### The metal 1 layer

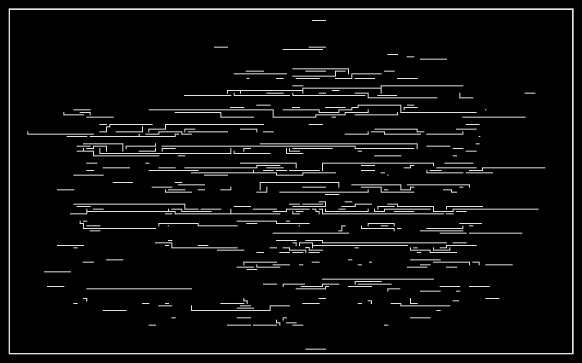
### Metal 2

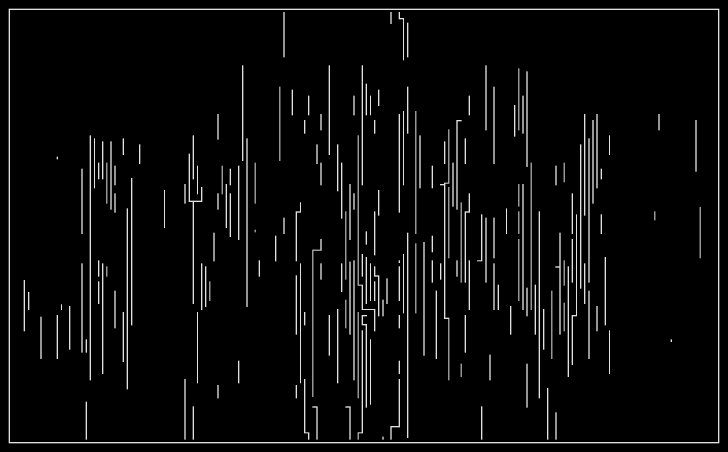
### Met3 routing

Scale bar: 20 µm.
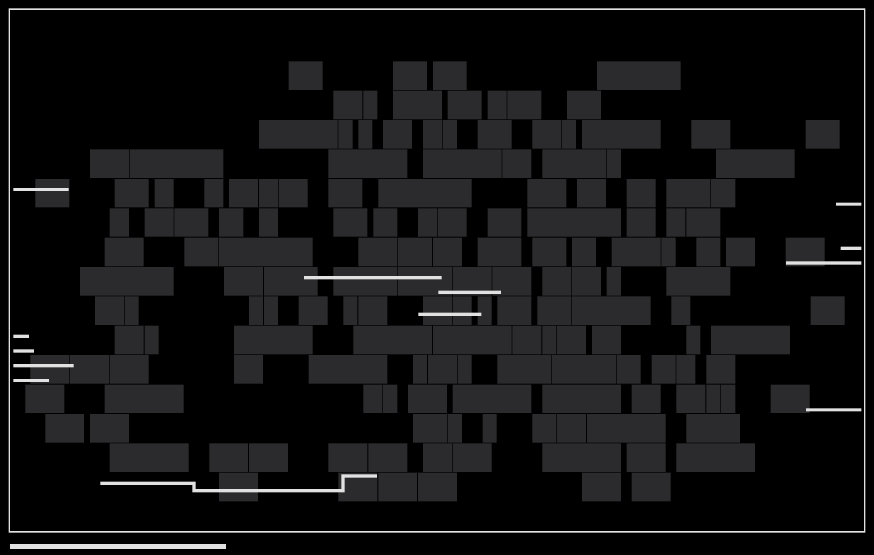
### Track usage over the die

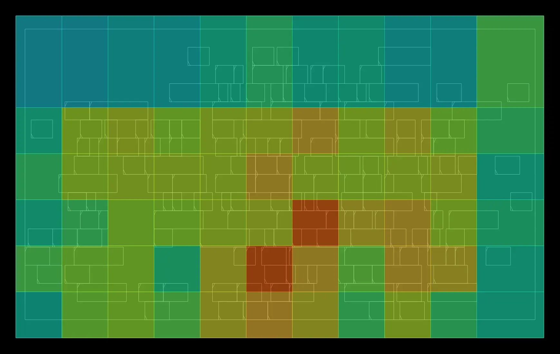
### Sequential cells grouped by signal name

Scale bar: 20 µm. Other sequential cells in the stronger grey, the rest of the logic in the fainter grey.
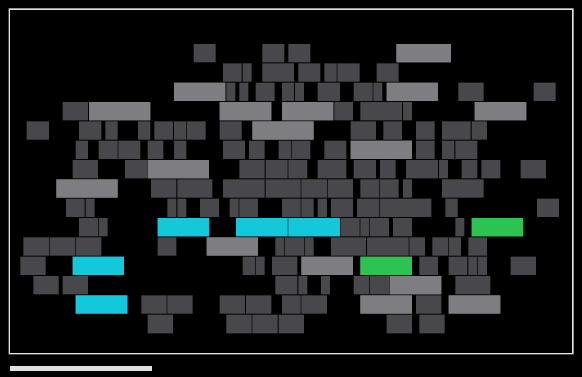
**src/rtl/clk_div_sched_if.sv**
```systemverilog
// Request/ack and divider-status bundle for clk_div_sched.
// The master side (requesters and slow-clock consumers) drives the run enable
// and the two change requests; the slave side (the scheduler) returns the
// acks, the divided clock, the divisor in effect and the busy flag.
interface clk_div_sched_if #(
  parameter int W = 5
);
  logic         en;
  logic         req0;
  logic [W-1:0] div0;
  logic         ack0;
  logic         req1;
  logic [W-1:0] div1;
  logic         ack1;
  logic         freqMhz;
  logic [W-1:0] cur_div;
  logic         busy;

  modport master (
    output en, req0, div0, req1, div1,
    input  ack0, ack1, freqMhz, cur_div, busy
  );

  modport slave (
    input  en, req0, div0, req1, div1,
    output ack0, ack1, freqMhz, cur_div, busy
  );
endinterface

```
**src/rtl/clk_div_sched.sv**
```systemverilog
// Run-time controlled 50% duty clock divider with a two-requester round-robin
// scheduler. A requested half-period value is latched on grant and applied
// only on the edge where the divided clock falls, so no runt phase is ever
// produced.
// Optional build macro: CLK_DIV_SCHED_LOCK_EN adds a 'lock' input that stops
// new grants while high (changes already in progress still complete).
module clk_div_sched #(
  parameter int           W           = 5,
  parameter logic [W-1:0] DEFAULT_DIV = 5'd4
) (
  input logic            clk,
  input logic            rst,
`ifdef CLK_DIV_SCHED_LOCK_EN
  input logic            lock,
`endif
  clk_div_sched_if.slave bus
);

  typedef enum logic [1:0] {
    S_IDLE = 2'd0,
    S_WAIT = 2'd1,
    S_ACK  = 2'd2
  } state_t;

  state_t       state_q;
  logic [W-1:0] cnt_q;
  logic [W-1:0] cnt_d;
  logic         freq_q;
  logic         freq_d;
  logic [W-1:0] curDiv_q;
  logic [W-1:0] pend_q;
  logic         rrPtr_q;
  logic         grantId_q;
  logic         ack0_q;
  logic         ack1_q;
  logic         busy_q;

  logic         bnd;
  logic         grantBlock;
  logic         anyReq;
  logic         grantSel;
  logic [W-1:0] grantDiv;
  logic         applyNow;

`ifdef CLK_DIV_SCHED_LOCK_EN
  assign grantBlock = lock;
`else
  assign grantBlock = 1'b0;
`endif

  // Divider next state: count up to the divisor, then wrap and toggle; parked low when disabled
  always_comb begin
    cnt_d  = cnt_q;
    freq_d = freq_q;
    if (!bus.en) begin
      cnt_d  = '0;
      freq_d = 1'b0;
    end else if (cnt_q == curDiv_q) begin
      cnt_d  = '0;
      freq_d = ~freq_q;
    end else begin
      cnt_d  = cnt_q + 1'b1;
    end
  end

  // The output falls on this edge (or the divider is parked), so a new divisor is safe to take
  assign bnd = !bus.en || ((cnt_q == curDiv_q) && freq_q);

  // A request equal to the running divisor needs no boundary; it leaves WAIT on its first
  // cycle without touching the counter, so its ack timing matches the disabled-divider case
  assign applyNow = bnd || (pend_q == curDiv_q);

  // Round-robin arbitration: a lone request wins, a tie goes to the requester rrPtr points at
  always_comb begin
    anyReq   = (bus.req0 || bus.req1) && !grantBlock;
    grantSel = (bus.req0 && bus.req1) ? rrPtr_q : bus.req1;
    grantDiv = grantSel ? bus.div1 : bus.div0;
  end

  // Divider counter and output toggle flop
  always_ff @(posedge clk) begin
    if (rst) begin
      cnt_q  <= '0;
      freq_q <= 1'b0;
    end else begin
      cnt_q  <= cnt_d;
      freq_q <= freq_d;
    end
  end

  // Scheduler FSM: grant in IDLE, hold the change in WAIT until a boundary, pulse the ack in ACK
  always_ff @(posedge clk) begin
    if (rst) begin
      state_q   <= S_IDLE;
      curDiv_q  <= DEFAULT_DIV;
      pend_q    <= '0;
      rrPtr_q   <= 1'b0;
      grantId_q <= 1'b0;
      ack0_q    <= 1'b0;
      ack1_q    <= 1'b0;
      busy_q    <= 1'b0;
    end else begin
      ack0_q <= 1'b0;
      ack1_q <= 1'b0;
      case (state_q)
        S_IDLE: begin
          if (anyReq) begin
            pend_q    <= grantDiv;
            grantId_q <= grantSel;
            rrPtr_q   <= ~grantSel;
            busy_q    <= 1'b1;
            state_q   <= S_WAIT;
          end
        end
        S_WAIT: begin
          if (applyNow) begin
            curDiv_q <= pend_q;
            ack0_q   <= ~grantId_q;
            ack1_q   <= grantId_q;
            state_q  <= S_ACK;
          end
        end
        S_ACK: begin
          busy_q  <= 1'b0;
          state_q <= S_IDLE;
        end
        default: begin
          busy_q  <= 1'b0;
          state_q <= S_IDLE;
        end
      endcase
    end
  end

  assign bus.freqMhz = freq_q;
  assign bus.cur_div = curDiv_q;
  assign bus.ack0    = ack0_q;
  assign bus.ack1    = ack1_q;
  assign bus.busy    = busy_q;

endmodule

```
**src/flat_wrapper.sv**
```systemverilog
// flat-port wrapper written by rule: the top's interface ports become plain ports
module clk_div_sched_flat 
#(
  parameter int           W           = 5,
  parameter logic [W-1:0] DEFAULT_DIV = 5'd4
)
  (clk, rst, bus_en, bus_req0, bus_div0, bus_req1, bus_div1, bus_ack0, bus_ack1, bus_freqMhz, bus_cur_div, bus_busy);
  clk_div_sched_if #(.W(W)) bus_i ();
  input logic clk;
  input logic rst;
  input wire logic [$bits(bus_i.en)-1:0] bus_en;
  input wire logic [$bits(bus_i.req0)-1:0] bus_req0;
  input wire logic [$bits(bus_i.div0)-1:0] bus_div0;
  input wire logic [$bits(bus_i.req1)-1:0] bus_req1;
  input wire logic [$bits(bus_i.div1)-1:0] bus_div1;
  output wire logic [$bits(bus_i.ack0)-1:0] bus_ack0;
  output wire logic [$bits(bus_i.ack1)-1:0] bus_ack1;
  output wire logic [$bits(bus_i.freqMhz)-1:0] bus_freqMhz;
  output wire logic [$bits(bus_i.cur_div)-1:0] bus_cur_div;
  output wire logic [$bits(bus_i.busy)-1:0] bus_busy;
  assign bus_i.en = bus_en;
  assign bus_i.req0 = bus_req0;
  assign bus_i.div0 = bus_div0;
  assign bus_i.req1 = bus_req1;
  assign bus_i.div1 = bus_div1;
  assign bus_ack0 = bus_i.ack0;
  assign bus_ack1 = bus_i.ack1;
  assign bus_freqMhz = bus_i.freqMhz;
  assign bus_cur_div = bus_i.cur_div;
  assign bus_busy = bus_i.busy;
  clk_div_sched #(.W(W), .DEFAULT_DIV(DEFAULT_DIV)) u_core (.clk(clk), .rst(rst), .bus(bus_i));
endmodule
```
**config.mk**
```make
export PLATFORM = sky130hd
export DESIGN_NAME = clk_div_sched_flat
export DESIGN_NICKNAME = d
export VERILOG_FILES = /design/src/rtl/clk_div_sched_if.sv /design/src/rtl/clk_div_sched.sv /design/src/flat_wrapper.sv
export SDC_FILE = /design/constraint.sdc
export NUM_CORES = 1
export LEC_CHECK = 0
export ABC_AREA = 0
export CAP_MARGIN = 20
export CORE_ASPECT_RATIO = 0.6
export CORE_UTILIZATION = 30
export DETAILED_ROUTE_END_ITERATION = 8
export PLACE_DENSITY_LB_ADDON = 0.25
export SYNTH_ARGS = -nofsm -noshare
export SYNTH_HDL_FRONTEND = slang
export SYNTH_SLANG_ARGS = --single-unit
```
**constraint.sdc**
```tcl
create_clock -name clk -period 1.4 [get_ports clk]
set_input_delay 0.14 -clock clk [delete_from_list [all_inputs] [get_ports clk]]
set_output_delay 0.14 -clock clk [all_outputs]
set_load 0.02 [all_outputs]
```
==> flow_summary_export.csv <==
group,metric,value,unit
run_status,status,"complete, but fails checks",
run_status,violations,"setup timing",
layout,area_share_clock_buf_inv,0.0276,
route,viasPerCell,4.47,
layout,largestClassByArea,"logic gates",
synth,synth_area_leader_cell,"dfxtp_1",
floorplanning,die_x,79.0,µm
layout,mostFrequentLayoutCells,"buf_4, nor2_1, clkdlybuf4s50_1, dfxtp_1, xor2_1",
route,met3_wirelength,81,µm
flow_run,warnings,29,
placement,gp_congestion,0.767,
power,power_switching,0.464,mW
layout,drive_above_1_share,0.311,
layout,fin_cells,206,
layout,comb_share,0.371,
hold_path,min_to,"u_core.pend_q[4]$_SDFFE_PP0P_",
layout,fin_area,0.00163,mm²
worst_setup_path,critPathArrivalTime,1.67,ns
route,top_layer,"met3",
synth,yosysWarnings,0,
worst_setup_path,cp-start-kind,"flop",
worst_setup_path,end_kind,"flop",
sta,setup_viol,7,
route,ant_nets,0,
synth,flop_cell,"dfxtp_1",
worst_setup_path,cp_num_buf_inv,1,
layout,comb_cells,82,
floorplanning,initial_core_util,0.322,
floorplanning,io_pins,24,
worst_setup_path,rr_worst_depth,6,
worst_setup_path,critical_path.top_delay_family,"simple AND/OR/NAND/NOR gates",
power,powerDensity,982,mW/mm²
route,drt-pass1-iter-count,4,
global_routing,antenna_found_initial,0,
floorplanning,coreArea,0.00332,mm²
cts,cts-htree-levels,1,
cts,cts_hold_buf,0,
synth,async_flop_share,0,
worst_setup_path,reg2reg_from,"u_core.cnt_q[4]$_SDFF_PP0_",
synth,yosys-top-cells-count,"dfxtp_1, nor2_1, xor2_1",
flow_run,cap_violations,0,
sta,holdWs,0.513,ns
sta,max_freq,660,MHz
sta,setup_slack,-0.116,ns
synth,ys_cells,113,
route,route.layer.met1.wl,1.25,mm
power,design_power_total,1.60,mW
placement,port_buffers,23,
power,power_frac_seq,0.467,
sta,rsz0062_at_grt,"true",
global_routing,grt_pass1_wl,3.94,mm
layout,diodes,0,
power,power_leader,"registers",
sta,hold_viol_final,0,
synth,edf_count,0,
synth,syn_nets,129,
cts,cts_num_sinks,23,
cts,clkLatencyLatePin,0.26,ns
power,intPower,1.14,mW
synth,yosys_area,0.00107,mm²
floorplanning,nWellTaps,45,
power,sequentialPower,0.749,mW
cts,clockBufferDepth,2,
worst_setup_path,path_class,"flop to flop",
layout,final-seq-area,480,µm²
route,drc,0,
Notes on 'The metal 1 layer' above:
The wires run mostly horizontal. 158 nets have wire on it. The longest straight run is 27.1 µm. The layer holds 50% of the routed length. The layer carries 1,250 µm of wire.
final wirelength: 2.49 mm
Vias: 920
met1 GRT Util: 0.173

Notes on 'Metal 2' above:
The wires run mostly vertical. The longest straight run is 27.2 µm. 150 nets have wire on it. The layer carries 1,150 µm of wire.
met2 usage: 0.259

Notes on 'Met3 routing' above:
The layer carries 81.8 µm of wire. The layer holds 3.3% of the routed length. The longest straight run is 13.8 µm.
GR met3 Demand/Resource: 0.0393

Notes on 'Track usage over the die' above:
final core occ: 0.492
Avg WL per Cell: 12.1 µm
layer with the highest usage: met2
total track usage: 0.143

Notes on 'Sequential cells grouped by signal name' above:
Key: cyan = u_core.pend_q [flops 5]; green = u_core.state_q [flops 2]
Another 16 sequential cells are not coloured.

Power and IR drop assume default switching activity.
